--- config.mk ---
export PLATFORM = sky130hd
export DESIGN_NAME = axis_iq_deinterleaver
export DESIGN_NICKNAME = d
export VERILOG_FILES = /design/src/rtl/axis_iq_deinterleaver_pkg.sv /design/src/rtl/axis_iq_deinterleaver_unpack.sv /design/src/rtl/axis_iq_deinterleaver.sv
export SDC_FILE = /design/constraint.sdc
export NUM_CORES = 1
export LEC_CHECK = 0
export CORE_MARGIN = 3
export CORE_UTILIZATION = 32
export DETAILED_ROUTE_END_ITERATION = 7
export SYNTH_ARGS = -nofsm -noshare
export SYNTH_HDL_FRONTEND = slang
export SYNTH_SLANG_ARGS = --single-unit
--- constraint.sdc ---
create_clock -name clock -period 1.6 [get_ports clock]
set_input_delay 0.32 -clock clock [delete_from_list [all_inputs] [get_ports clock]]
set_output_delay 0.32 -clock clock [all_outputs]
set_load 0.01 [all_outputs]
--- src/rtl/axis_iq_deinterleaver_pkg.sv ---
// Shared widths, FSM encodings, keep constants and the output beat record.
// Latency: none (declarations only).
// Backpressure: not applicable.
package axis_iq_deinterleaver_pkg;

    localparam int SAMPLE_WIDTH = 16;
    localparam int SDATA_WIDTH  = 128;
    localparam int MDATA_WIDTH  = 128;
    localparam int CSAMPLES     = SDATA_WIDTH / (2 * SAMPLE_WIDTH);
    localparam int SAMPLES      = MDATA_WIDTH / SAMPLE_WIDTH;
    localparam int HALF_WIDTH   = CSAMPLES * SAMPLE_WIDTH;
    localparam int KEEP_WIDTH   = MDATA_WIDTH / 8;

    typedef logic [1:0] state_t;
    localparam state_t FILL_LO = 2'd0;
    localparam state_t FILL_HI = 2'd1;
    localparam state_t FLUSH   = 2'd2;

    localparam logic [KEEP_WIDTH-1:0] KEEP_FULL = 16'hFFFF;
    localparam logic [KEEP_WIDTH-1:0] KEEP_LO   = 16'h00FF;

    // One output beat, shared by the real and imag streams.
    typedef struct packed {
        logic [MDATA_WIDTH-1:0] re;
        logic [MDATA_WIDTH-1:0] im;
        logic [KEEP_WIDTH-1:0]  keep;
        logic                   last;
    } out_beat_t;

endpackage

--- src/rtl/axis_iq_deinterleaver_unpack.sv ---
// Splits one interleaved IQ beat into packed I and Q halves (lane 0 lowest).
// Latency: combinational.
// Backpressure: none; pure wiring.
// Ports: beat (SDATA_WIDTH in), re / im (HALF_WIDTH out).
module iq_beat_unpack
    import axis_iq_deinterleaver_pkg::*;
#(
    parameter int Q_FIRST = 0
) (
    input  logic [SDATA_WIDTH-1:0] beat,
    output logic [HALF_WIDTH-1:0]  re,
    output logic [HALF_WIDTH-1:0]  im
);

    // Offset of each component inside its 32-bit complex lane.
    localparam int RE_OFS = (Q_FIRST != 0) ? SAMPLE_WIDTH : 0;
    localparam int IM_OFS = SAMPLE_WIDTH - RE_OFS;

    always_comb begin
        re = '0;
        im = '0;
        for (int k = 0; k < CSAMPLES; k++) begin
            re[k*SAMPLE_WIDTH +: SAMPLE_WIDTH] = beat[2*k*SAMPLE_WIDTH + RE_OFS +: SAMPLE_WIDTH];
            im[k*SAMPLE_WIDTH +: SAMPLE_WIDTH] = beat[2*k*SAMPLE_WIDTH + IM_OFS +: SAMPLE_WIDTH];
        end
    end

endmodule

--- src/rtl/axis_iq_deinterleaver.sv ---
// Deinterleaves 4-sample IQ beats into lock-stepped 8-sample real/imag streams.
// Latency: output valid one cycle after the second beat of a pair (or the flush).
// Backpressure: drains only when both output readies are high; input stalls on a full output.
// Ports: clock, resetn (sync, active-low); s_axis_mm2s_* interleaved input;
//        m_axis_real_* / m_axis_imag_* split outputs sharing one valid; pkt_count.
module axis_iq_deinterleaver
    import axis_iq_deinterleaver_pkg::*;
#(
    parameter int Q_FIRST = 0
) (
    input  logic                    clock,
    input  logic                    resetn,
    input  logic [SDATA_WIDTH-1:0]  s_axis_mm2s_tdata,
    input  logic                    s_axis_mm2s_tvalid,
    output logic                    s_axis_mm2s_tready,
    input  logic                    s_axis_mm2s_tlast,
    output logic [MDATA_WIDTH-1:0]  m_axis_real_tdata,
    output logic [KEEP_WIDTH-1:0]   m_axis_real_tkeep,
    output logic                    m_axis_real_tvalid,
    output logic                    m_axis_real_tlast,
    input  logic                    m_axis_real_tready,
    output logic [MDATA_WIDTH-1:0]  m_axis_imag_tdata,
    output logic [KEEP_WIDTH-1:0]   m_axis_imag_tkeep,
    output logic                    m_axis_imag_tvalid,
    output logic                    m_axis_imag_tlast,
    input  logic                    m_axis_imag_tready,
    output logic [15:0]             pkt_count
);

    state_t                 state;
    logic [HALF_WIDTH-1:0]  lo_re;
    logic [HALF_WIDTH-1:0]  lo_im;
    logic [HALF_WIDTH-1:0]  un_re;
    logic [HALF_WIDTH-1:0]  un_im;
    out_beat_t              out_q;
    out_beat_t              load_beat;
    logic                   out_vld;
    logic                   drain;
    logic                   out_free;
    logic                   accept;
    logic                   load;

    iq_beat_unpack #(
        .Q_FIRST (Q_FIRST)
    ) u_unpack (
        .beat (s_axis_mm2s_tdata),
        .re   (un_re),
        .im   (un_im)
    );

    // A lone ready never drains: both streams must take the beat together.
    assign drain    = out_vld & m_axis_real_tready & m_axis_imag_tready;
    assign out_free = ~out_vld | drain;

    always_comb begin
        s_axis_mm2s_tready = 1'b0;
        if (resetn) begin
            case (state)
                FILL_LO: s_axis_mm2s_tready = 1'b1;
                FILL_HI: s_axis_mm2s_tready = out_free;
                default: s_axis_mm2s_tready = 1'b0;
            endcase
        end
    end

    assign accept = s_axis_mm2s_tvalid & s_axis_mm2s_tready;
    assign load   = ((state == FILL_HI) & accept) | ((state == FLUSH) & out_free);

    // FLUSH pads the missing upper half with zeros and marks only the low bytes.
    always_comb begin
        load_beat = '0;
        if (state == FLUSH) begin
            load_beat.re   = {{HALF_WIDTH{1'b0}}, lo_re};
            load_beat.im   = {{HALF_WIDTH{1'b0}}, lo_im};
            load_beat.keep = KEEP_LO;
            load_beat.last = 1'b1;
        end else begin
            load_beat.re   = {un_re, lo_re};
            load_beat.im   = {un_im, lo_im};
            load_beat.keep = KEEP_FULL;
            load_beat.last = s_axis_mm2s_tlast;
        end
    end

    always_ff @(posedge clock) begin
        if (!resetn) begin
            state     <= FILL_LO;
            lo_re     <= '0;
            lo_im     <= '0;
            out_q     <= '0;
            out_vld   <= 1'b0;
            pkt_count <= '0;
        end else begin
            case (state)
                FILL_LO: begin
                    if (accept) begin
                        lo_re <= un_re;
                        lo_im <= un_im;
                        state <= s_axis_mm2s_tlast ? FLUSH : FILL_HI;
                    end
                end
                FILL_HI: begin
                    if (accept) begin
                        state <= FILL_LO;
                    end
                end
                FLUSH: begin
                    if (out_free) begin
                        state <= FILL_LO;
                    end
                end
                default: state <= FILL_LO;
            endcase

            // A load coinciding with a drain replaces the beat with no bubble.
            if (load) begin
                out_q   <= load_beat;
                out_vld <= 1'b1;
            end else if (drain) begin
                out_vld <= 1'b0;
            end

            if (drain && out_q.last) begin
                pkt_count <= pkt_count + 16'd1;
            end
        end
    end

    assign m_axis_real_tdata  = out_q.re;
    assign m_axis_real_tkeep  = out_q.keep;
    assign m_axis_real_tvalid = out_vld;
    assign m_axis_real_tlast  = out_q.last;
    assign m_axis_imag_tdata  = out_q.im;
    assign m_axis_imag_tkeep  = out_q.keep;
    assign m_axis_imag_tvalid = out_vld;
    assign m_axis_imag_tlast  = out_q.last;

endmodule

**Run 1: cell classes on the final placement**

Drawn at 1.5 px/um. Fill, decap, tap and diode cells in gray.
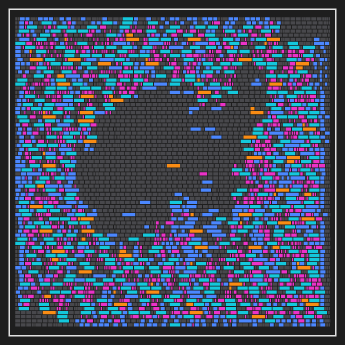
magenta -> combinational and other logic  # cells 1123, share of their area 29%
blue -> other buffers and delay cells  # cells 656, share of their area 31%
orange -> clock drivers and dummy loads  # cells 80, share of their area 6.1%
cyan -> flops  # cells 406, share of their area 34%

**Run 1: ports around the boundary**

Drawn at 1 px/um. Pins as bars across the die edge, other pins in gray.
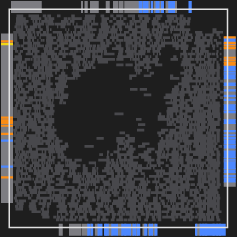
blue -> `m_axis_real_tdata`  # pins 128, direction output, edge 57 south, 51 east, 18 north, 2 west
orange -> `m_axis_imag_tkeep`  # pins 16, direction output, edge 8 east, 8 west
yellow -> `s_axis_mm2s_tlast`  # pins 1, direction input, edge west
all pins by edge = 124 west, 110 east, 109 south, 100 north

==> run notes, run 1 <==
run results: Critical Path Sink=s_axis_mm2s_tready, Final Skew=0.0250 ns, GRT overflow=0, failing checks=negative setup slack, Hold Vio Cnt, Final=0, Die X-Extent=217 um, setup violators final=273, reg2reg end=m_axis_real_tdata[15], Worst Hold Launch=s_axis_mm2s_tdata[80], CTS Buffer Depth=3, per-cell routed wire length=20.3 um, DP HPWL=32.2 mm, drt drc=0, via count=14100, RSZ-0062 raised after global routing=true, synthesized area=14200 sq um, register area=8150 sq um, ANT nets after route=0, CTS root buffer=clkbuf_16, OpenROAD warning count=28, minimum clock period=1.84 ns, Iter 0 DRT Violations=879, Pwr Density=961 nW/um^2, number of top-level pins=443, critical register-to-register path startpoint=m_axis_imag_tvalid, Seq/Total Area, Yosys=0.572, routing usage on met2=0.364, initial antenna violation count=2, count leader, synth=nand2_1, WS Path Type=reg -> out, fmax=0.542 GHz, cell accounting for the most synthesized area=dfxtp_1, R2R Setup Slk=-0.24 ns, Hold Path Stages=3, DRT Pass-1 Iters=5, syn nets=1826, Worst Setup SP=m_axis_imag_tvalid, Ys Warns=0, port bufs=442, Placer Congestion=0.792, Lkg Pwr=10.7 nW, status=finished with violations, met1 GRT Util=0.251, element type at the critical path start=flip-flop, synth cell count leaders=524 x nand2_1, 406 x dfxtp_1, 264 x a21oi_1, 144 x nor2_1, 129 x a22oi_1, chip area=47000 sq um, Hold Path Sink=lo_im[32], Setup crit end kind=output port, WP data arrival=1.52 ns, reg2reg path depth=11, Routed WL=57.7 mm, CTS Hold Buffers Added=0, mean post-synth cell area=8.40 sq um, area grow syn2layout=73.2%, Cell Type Count=41, # diodes=0, gr usage total=0.208, Synth area leaders=dfxtp_1 57%, nand2_1 14%, a21oi_1 9.3%, a22oi_1 6.8%, nor2_1 3.8%, Gate Count Post-Synth=1691, clk slew on worst S/H paths=0.06 ns, ys cells=1691, Final Cycle Share=1.15, vias in the first global route=13500, Max-area cell share=0.572, core area=43500 sq um, htree depth=2, WHS=0.354 ns, Slew Viols, Final=0, Num CTS Buffers=44, CP max FO=2, final layout net count=2366, first-pass GRT wire length=77.6 mm, setup TNS=-36.36 ns, site row count=76, Async S/R FF share, synth=0, largest net degree at the start of global routing=68, maxcap violations=0, post-route total power=23.7 mW, yosys stat area=14200 sq um, CTS tree=yes, Vias per Instance=4.96, met3 GRT Util=0.0628, main flop type=dfxtp_1, Floorplan Utilization=0.327, GR peak layer=met2, combinational gate area=6790 sq um, share of layout cells above drive strength 1=0.292, Post-Place Setup Slack=-0.478 ns, Die Ht=217 um, number of enable flip-flop cells=0, Synthesized registers=406, Latency at later pin=0.57 ns, slew margin rel.=0.761, Fill cells=3803, maximum vdd drop=0.816 mV, min-delay worst type=in -> reg, CP required=1.28 ns, final worst slack=-0.244 ns, worst slew pin tran=0.358 ns
**Run 1: routed clock nets over the placement**

Drawn at 3 px/um.
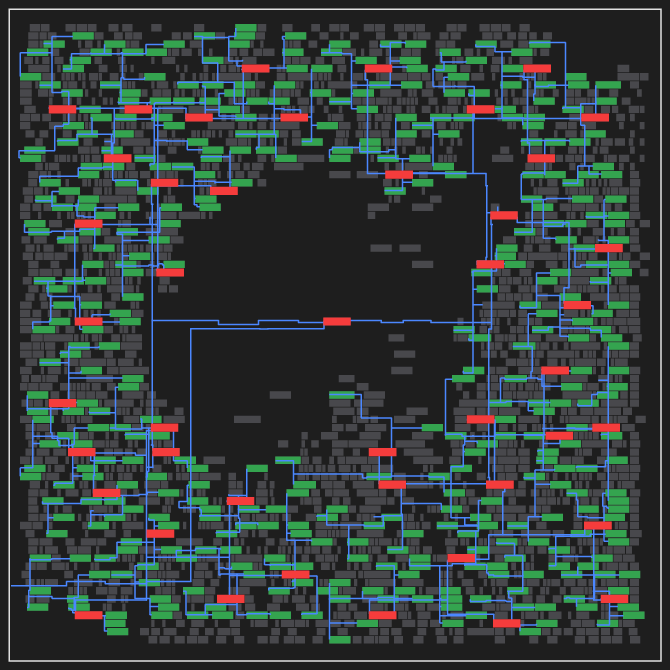
red -> clock drivers  # count 44
green -> flip-flops  # count 406
blue -> clock wires  # length 5150 um
routed clock nets = 45
flops lie = widely spread

**Run 1: clock nets**

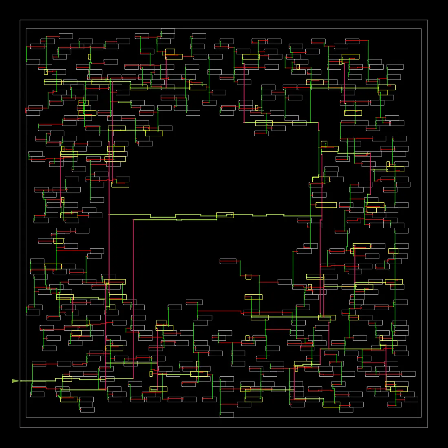
Flops: 406
clock sinks: 406

## run 1: through the flow
| stage | cell area, sq um | utilization | instances |
|---|---|---|---|
| floorplan | 14200 | - | 1691 |
| global placement | 19800 | 0.455 | 2659 |
| detailed placement | 19800 | 0.455 | 2659 |
| CTS | 22200 | 0.512 | 2801 |
| global route | 24600 | 0.566 | 2850 |
| finish | 24600 | 0.566 | 2850 |
## run 1: placed cells by master, fill, tap and decap left out, drive strengths merged, types with 2 or more instances in the layout
| cell | instances |
|---|---|
| xnor2 | 6 |
| buf | 224 |
| nand2b | 2 |
| dfxtp | 406 |
| clkdlybuf4s50 | 133 |
| xor2 | 4 |
| clkinv | 7 |
| and3 | 2 |
| nand3 | 5 |
| a21oi | 264 |
| a22oi | 129 |
| a31oi | 2 |
| nor2 | 144 |
| inv | 5 |
| clkdlybuf4s15 | 15 |
| or4 | 3 |
| o31ai | 3 |
| nor4 | 2 |
| nand2 | 524 |
| nor3 | 5 |
| dlygate4sd2 | 258 |
| and2 | 3 |
| bufinv | 2 |
| a21o | 2 |
| clkbuf | 94 |
| or3 | 2 |
| and4 | 2 |
| nand4 | 7 |
## run 1: flip-flops by register name, summed over array words and instances (netlist names)
register            count
pkt_count              16
m_axis_real_tdata     128
m_axis_imag_tlast       1
lo_re                  64
lo_im                  64
state                   2
m_axis_imag_tvalid      1
m_axis_imag_tdata     128
m_axis_imag_tkeep       2
## run 1: final cells by class
cell class | count | share of cell area
clock buffers | 68 | 0.0541
clock inverters | 12 | 0.00503
inverters | 3 | 0.000762
multi-input cells | 1120 | 0.276
flip-flops and latches | 406 | 0.331
well taps | 585 | 0.0297
repair buffers | 656 | 0.303
## run 1: metal layers
| metal | part of all wire | up-vias |
|---|---|---|
| li1 | - | 6706 |
| met4 | 0.021 | 2 |
| met1 | 0.41 | 6887 |
| met5 | 0.00023 | - |
| met3 | 0.075 | 86 |
| met2 | 0.50 | 448 |
## run 1: report_power, final
group	switching, mW	internal, mW	total [mW]	leakage [nW]
sequential	0.174	10.4	10.5	3.29
combinational	1.46	1.45	2.91	6.67
clock	4.17	6.06	10.2	0.719
total	5.81	17.9	23.7	10.7
## run 1: worst max-delay path: stages, from the launching register on
cell	delay (ns)
dfxtp_4	0.35
a21boi_4	0.16
buf_6	0.14
a21oi_4	0.17
buf_12	0.13
## run 1: cell families after synthesis
logic type                 after synthesis  share of synthesized area
and+or+nand+nor                        704                      0.194
DFF                                    406                      0.572
AOI/OAI and AO/OA                      403                      0.167
buffers and inverters                  166                     0.0594
xor gates and xnor gates                10                    0.00616
muxes                                    1                   0.000705
adders and majority gates                1                   0.000880
## run 1: what timing repair did
action / 4_1_cts / 5_1_grt
pin swaps: 25 / 232
gates cloned: 21 / 38
resized: 558 / 402
setup buffers: 44 / 20
setup endpoints to repair: 388 / 333
**Run 1: signal wires on met2**

Drawn at 1.5 px/um. Cells faint in the background.
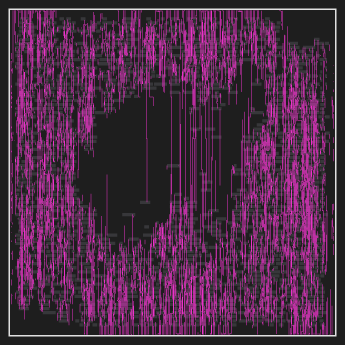

==> run 1 -> run 2 <==
--- a/config.mk
+++ b/config.mk
@@ -5,9 +5,10 @@
 export SDC_FILE = /design/constraint.sdc
 export NUM_CORES = 1
 export LEC_CHECK = 0
-export CORE_MARGIN = 3
+export CORE_MARGIN = 4
 export CORE_UTILIZATION = 32
 export DETAILED_ROUTE_END_ITERATION = 7
 export SYNTH_ARGS = -nofsm -noshare
 export SYNTH_HDL_FRONTEND = slang
 export SYNTH_SLANG_ARGS = --single-unit
+export TNS_END_PERCENT = 20
**Run 2: signal wires on met2**

Drawn at 1.5 px/um. Cells faint in the background.
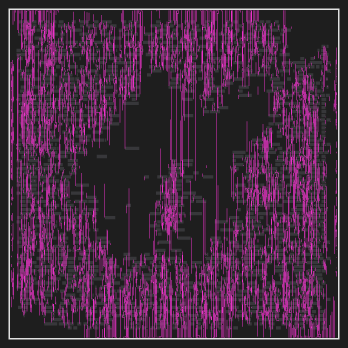
share of all routed wire = 47%
main direction = vertical
wire length on this layer = 24.1 mm
longest straight run = 88.0 um
nets with wire on the layer = 1989

**Run 2: cell classes on the final placement**

Drawn at 1.5 px/um. Fill, decap, tap and diode cells in gray.
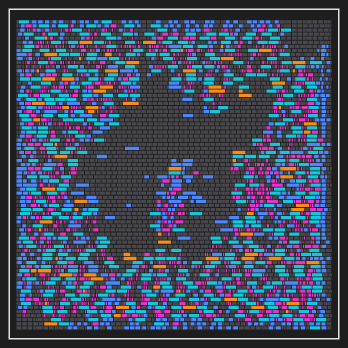
core area: 43500 sq um
site row count: 76
Final Core Density: 0.525
Seq area share: 0.357
final instance area: 22800 sq um

==> run 2 against run 1 <==
The run still ends with negative setup slack left. Sequential power about the same. Area after synthesis unchanged. Fmax increased by 1.8%. Setup slack improved by 0.033 ns. Total power decreased by 1.4%. Critical endpoint unchanged.
==> run notes, run 2 <==
run results: clk slew on worst S/H paths=0.06 ns, count leader, synth=nand2_1, most common logic cells in the final layout=482 x nand2_1, 393 x dfxtp_1, 251 x dlygate4sd2_1, fmax=0.552 GHz, Cell Area, Placed=19800 sq um, CTS tree=yes, ANT nets after route=0, Die Ht=219 um, Worst Hold Launch=s_axis_mm2s_tdata[95], ys cells=1691, number of top-level pins=443, element type at the critical path start=flip-flop, slew margin rel.=0.699, GRT overflow=0, CTS Buffer Depth=3, Placer Congestion=0.819, setup TNS=-34.28 ns, via count=13500, Gate Count Post-Synth=1691, WS Path Type=reg -> out, OpenROAD warning count=28, status=finished with violations, DRT Pass-1 Iters=5, final layout net count=2293, cell accounting for the most synthesized area=dfxtp_1, CP max FO=2, synth cell count leaders=524 x nand2_1, 406 x dfxtp_1, 264 x a21oi_1, 144 x nor2_1, 129 x a22oi_1, DP HPWL=32.6 mm, synthesized area=14200 sq um, Setup crit end kind=output port, Synthesized registers=406, Pwr Density=1020 nW/um^2, port bufs=442, yosys stat area=14200 sq um, reg2reg path depth=8, Ys Warns=0, Synth area leaders=dfxtp_1 57%, nand2_1 14%, a21oi_1 9.3%, a22oi_1 6.8%, nor2_1 3.8%, first-pass GRT wire length=71.1 mm, min-delay worst type=in -> reg, Slew Viols, Final=0, gr usage total=0.185, WP data arrival=1.49 ns, met3 GRT Util=0.0652, maximum vdd drop=0.800 mV, main flop type=dfxtp_1, Hold Path Sink=lo_im[47], CP required=1.28 ns, met1 GRT Util=0.229, Floorplan Utilization=0.327, routing usage on met2=0.304, GR peak layer=met2, Cell Type Count=41, failing checks=negative setup slack, largest net degree at the start of global routing=79, chip area=47800 sq um, Routed WL=51.1 mm, initial antenna violation count=5, worst slew pin tran=0.452 ns, mean post-synth cell area=8.40 sq um, htree depth=2, setup violators final=316, Hold Path Stages=3, CTS root buffer=clkbuf_16, dominant logic cell type in the layout=nand2_1, Fill cells=4086, maxcap violations=0, Hold Vio Cnt, Final=0, R2R Setup Slk=-0.19 ns, area grow syn2layout=60.7%, vias in the first global route=12800, number of enable flip-flop cells=0, RSZ-0062 raised after global routing=true, Async S/R FF share, synth=0, per-cell routed wire length=18.4 um, clock sinks=406, CTS Hold Buffers Added=0, Max-area cell share=0.572, Final Cycle Share=1.13, syn nets=1826, Vias per Instance=4.88, share of layout cells above drive strength 1=0.217, Iter 0 DRT Violations=642, final worst slack=-0.210 ns, critical register-to-register path startpoint=state[1], minimum clock period=1.81 ns, drt drc=0, Die X-Extent=219 um, Lkg Pwr=9.75 nW, reg2reg end=m_axis_imag_tdata[0], Seq/Total Area, Yosys=0.572
**Run 2: clock nets**

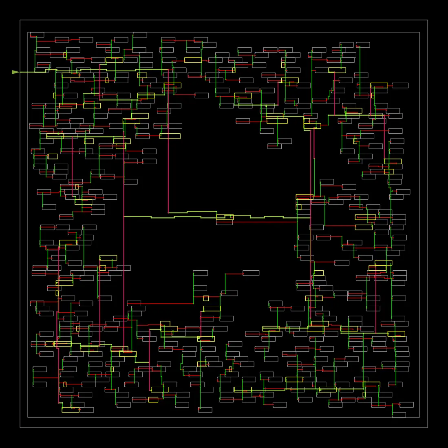
Num CTS Buffers: 45
Latency at later pin: 0.56 ns
Final Skew: 0.0155 ns

## run 2: power by group
| part | total (mW) | leakage, nW | internal (mW) | switching [mW] |
|---|---|---|---|---|
| logic | 2.43 | 5.73 | 1.17 | 1.26 |
| registers | 10.5 | 3.29 | 10.4 | 0.155 |
| clock network | 10.4 | 0.723 | 6.28 | 4.13 |
## run 2: layout make-up
type / instances / area (sq um) / area share
Antenna cell: 1 / 2.50 / 0.000110
Clock buffer: 68 / 1350 / 0.0589
Clock inverter: 10 / 144 / 0.00630
Inverter: 3 / 18.8 / 0.000822
Multi-Input combinational cell: 1119 / 6250 / 0.274
Sequential cell: 406 / 8150 / 0.357
Tap cell: 585 / 732 / 0.0321
Timing Repair Buffer: 583 / 6180 / 0.271
## run 2: how the worst max path moves through the flow
stage | start | end | depth (start not counted)
final | m_axis_imag_tvalid | s_axis_mm2s_tready | 3
after global routing | m_axis_imag_tvalid | s_axis_mm2s_tready | 3
after CTS | m_axis_imag_tvalid | s_axis_mm2s_tready | 3
after detailed placement | m_axis_imag_tready | s_axis_mm2s_tready | 5
after global placement | m_axis_imag_tready | s_axis_mm2s_tready | 5
after floorplan | pkt_count[3] | pkt_count[13] | 4
## run 2: routing by layer
metal  routed length [um]  part of all wire
met3                 4030             0.079
met2                24100              0.47
met5                   23           0.00045
met4                 1310             0.026
met1                21600              0.42
## run 2: worst max-delay path, cell delays in order (launching register included)
cell and delay, ns:
dfxtp_4 0.37, a21boi_4 0.29, a21oi_4 0.12, buf_6 0.14
## run 2: what timing repair did
action                                  in CTS  in global routing
gates cloned                                 1                 26
resized                                    495                262
pin swaps                                    2                149
endpoints found under the setup margin     576                388
setup buffers                                8                  8
## run 2: cell families (layout without fill, tap and decap cells)
family                     after synthesis  in the layout  synth area share
AOI/OAI and AO/OA                      403            403             0.167
xor gates and xnor gates                10             10           0.00616
adders and majority gates                1              1          0.000880
buffers and inverters                  166            664            0.0594
DFF                                    406            406             0.572
muxes                                    1              1          0.000705
other                                    0              1                 0
and+or+nand+nor                        704            704             0.194
## run 2: metrics by stage
stage	power (mW)	util	hold slack (ns)	std cells	worst slack, ns
4_1_cts	23.1	0.484	0.294	2740	-0.272
2_1_floorplan	11.6	-	0.432	1691	0.0611
3_5_place_dp	12.7	0.455	0.442	2654	-0.613
3_3_place_gp	12.7	0.455	0.435	2654	-0.619
6_report	23.3	0.525	0.334	2775	-0.210
5_1_grt	24.2	0.525	0.349	2775	-0.272
==> run 2 -> run 3 <==
--- a/config.mk
+++ b/config.mk
@@ -8,6 +8,8 @@
 export CORE_MARGIN = 4
 export CORE_UTILIZATION = 32
 export DETAILED_ROUTE_END_ITERATION = 7
+export GPL_ROUTABILITY_DRIVEN = 0
+export SKIP_LAST_GASP = 1
 export SYNTH_ARGS = -nofsm -noshare
 export SYNTH_HDL_FRONTEND = slang
 export SYNTH_SLANG_ARGS = --single-unit
**Run 3: routed clock nets over the placement**

Drawn at 2 px/um.
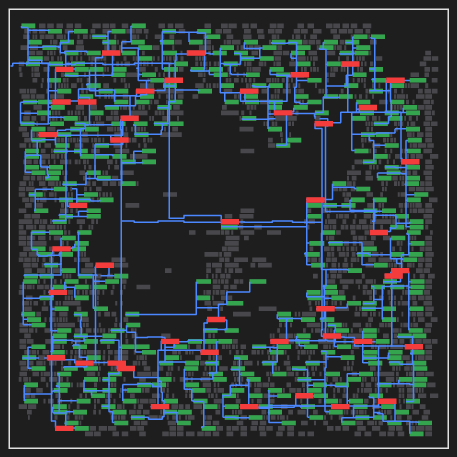
red -> clock drivers  # count 45
blue -> clock wires  # length 5170 um
green -> flip-flops  # count 406
flops lie = widely spread

**Run 3: cell classes on the final placement**

Drawn at 1.5 px/um. Fill, decap, tap and diode cells in gray.
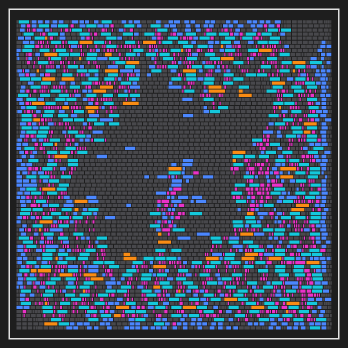
blue -> other buffers and delay cells  # cells 561, share of their area 29%
magenta -> combinational and other logic  # cells 1122, share of their area 26%
orange -> clock drivers and dummy loads  # cells 78, share of their area 7.0%
cyan -> flops  # cells 406, share of their area 38%

**Run 3: clock nets**

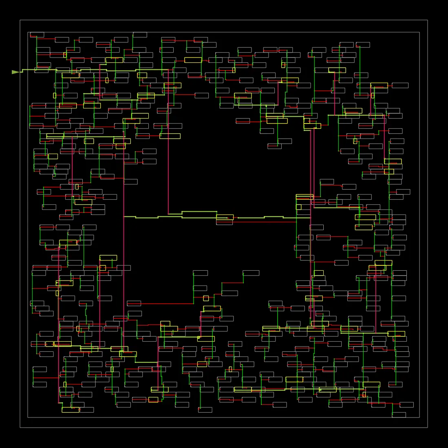
clock buf count: 68
P_clk: 10.4 mW

==> run 3 against run 2 <==
The run still ends with negative setup slack left. Largest power group unchanged. Critical path type is now reg -> reg. Via count down 1.9%. Combinational power down 13%. Setup slack worse by 0.0017 ns. Synthesized cell count unchanged.
==> run notes, run 3 <==
run results: status=finished with violations, failing checks=negative setup slack, Slew Viols, Final=0, xor/xnor cell area share of the yosys netlist=0.00616, Iter 0 DRT Violations=761, Hold Path Sink=lo_im[47], reg2reg end=m_axis_real_tdata[111], via count=13300, CTS Hold Buffers Added=0, AO/OA Area Share=0.167, Routed WL=48.2 mm, Gate Count Post-Synth=1691, reg2reg path depth=8, most used cell, CP=buf_12, Hold Vio Cnt, Final=0, drt drc=0, final non-filler cell total=2753, gr usage total=0.185, DP HPWL=32.6 mm, Setup crit end kind=flip-flop, CP cell instances=buf_6 -> nand4b_1 -> buf_4 -> a21o_4 -> buf_12 -> buf_12 -> a22oi_1 -> nor2_1, CTS Buffer Depth=3, Ys Warns=0, share of layout cells above drive strength 1=0.123, Pwr Density=1050 nW/um^2, GRT overflow=0, syn nets=1826, setup violators final=401, htree depth=2, DRT Pass-1 Iters=5, Synth area leaders=dfxtp_1 57%, nand2_1 14%, a21oi_1 9.3%, a22oi_1 6.8%, nor2_1 3.8%, ANT nets after route=0, Num CTS Buffers=45, Cell Area, Placed=19800 sq um, per-cell routed wire length=17.5 um, largest net degree at the start of global routing=79, maximum vdd drop=0.784 mV, CP top delay family=buffers and inverters, Post-Place Setup Slack=-0.613 ns, core area=43500 sq um, number of top-level pins=443, maxcap violations=0, slew margin rel.=0.699, element type at the critical path start=flip-flop, CP required=2.04 ns, Worst Hold Launch=s_axis_mm2s_tdata[95], minimum clock period=1.81 ns, most common logic cells in the final layout=515 x nand2_1, 397 x dfxtp_1, 253 x a21oi_1, main flop type=dfxtp_1, final worst slack=-0.212 ns, Critical-path top delay cell=dfxtp_2, adder share=0.000881, RSZ-0062 raised after global routing=true, number of enable flip-flop cells=0, Worst path max stage delay=0.33 ns, critical register-to-register path startpoint=state[1], dominant logic cell type in the layout=nand2_1, Top logic family=simple AND/OR/NAND/NOR gates, Lkg Pwr=10.1 nW, cell accounting for the most synthesized area=dfxtp_1
[run 3: cell types whose count changed in the layout (fill, tap and decap cells not counted), sizes merged]
cell | previous run | this run
clkbuf | 95 | 76
dlymetal6s2s | 0 | 110
clkdlybuf4s50 | 133 | 220
dlygate4sd2 | 251 | 60
buf | 153 | 140
clkdlybuf4s15 | 19 | 23
[run 3: how the worst max path moves through the flow]
stage | from | end | slack, ns | cells past startpoint
2_1_floorplan | pkt_count[3] | pkt_count[13] | 0.06 | 4
3_3_place_gp | m_axis_imag_tready | s_axis_mm2s_tready | -0.62 | 5
3_5_place_dp | m_axis_imag_tready | s_axis_mm2s_tready | -0.61 | 5
4_1_cts | m_axis_imag_tvalid | s_axis_mm2s_tready | -0.27 | 3
5_1_grt | m_axis_imag_tvalid | s_axis_mm2s_tready | -0.27 | 3
6_report | state[1] | m_axis_real_tdata[111] | -0.21 | 8
[run 3: power breakdown]
group          switching (mW)  internal (mW)
combinational            1.10           1.02
clock                    4.10           6.28
sequential              0.135           10.4
total                    5.34           17.6
[run 3: cells by family (layout without fill, tap and decap cells)]
logic type,count (synthesis),count (layout)
XOR/XNOR,10,10
flip-flops,406,406
AND/OR/NAND/NOR,704,704
buffers and inverters,166,642
other,0,1
multiplexers,1,1
adder cells (fa/ha/maj),1,1
AND-OR/OR-AND,403,403
[run 3: per-stage QoR]
step	util	power (mW)
floorplan	-	11.6
global placement	0.455	12.7
detailed placement	0.455	12.7
CTS	0.490	23.2
global route	0.504	23.8
finish	0.504	23.0
[run 3: worst min-delay path, stage by stage]
cell and delay (ns):
clkdlybuf4s50_1 0.42, nand2_1 0.07, a21oi_1 0.05
[run 3: layout make-up]
cell class	count	area (sq um)
fillers	4093	21500
well taps	585	732
clock inverters	10	144
repair buffers	561	6120
inverters	3	18.8
multi-input cells	1119	5390
clock buffers	68	1350
flip-flops and latches	406	8150
diodes	1	2.50
[run 3: metal layers]
layer	share of wire	global-route usage
met1	0.42	0.228
met3	0.085	0.0654
met5	0.00048	0
met4	0.022	0.0567
met2	0.47	0.303
[run 3: timing repair]
item,4_1_cts,5_1_grt
buffers inserted,8,4
endpoints found under the setup margin,576,606
pin swaps,1,17
cloned,1,8
resized,268,143
Power and IR drop assume default switching activity.
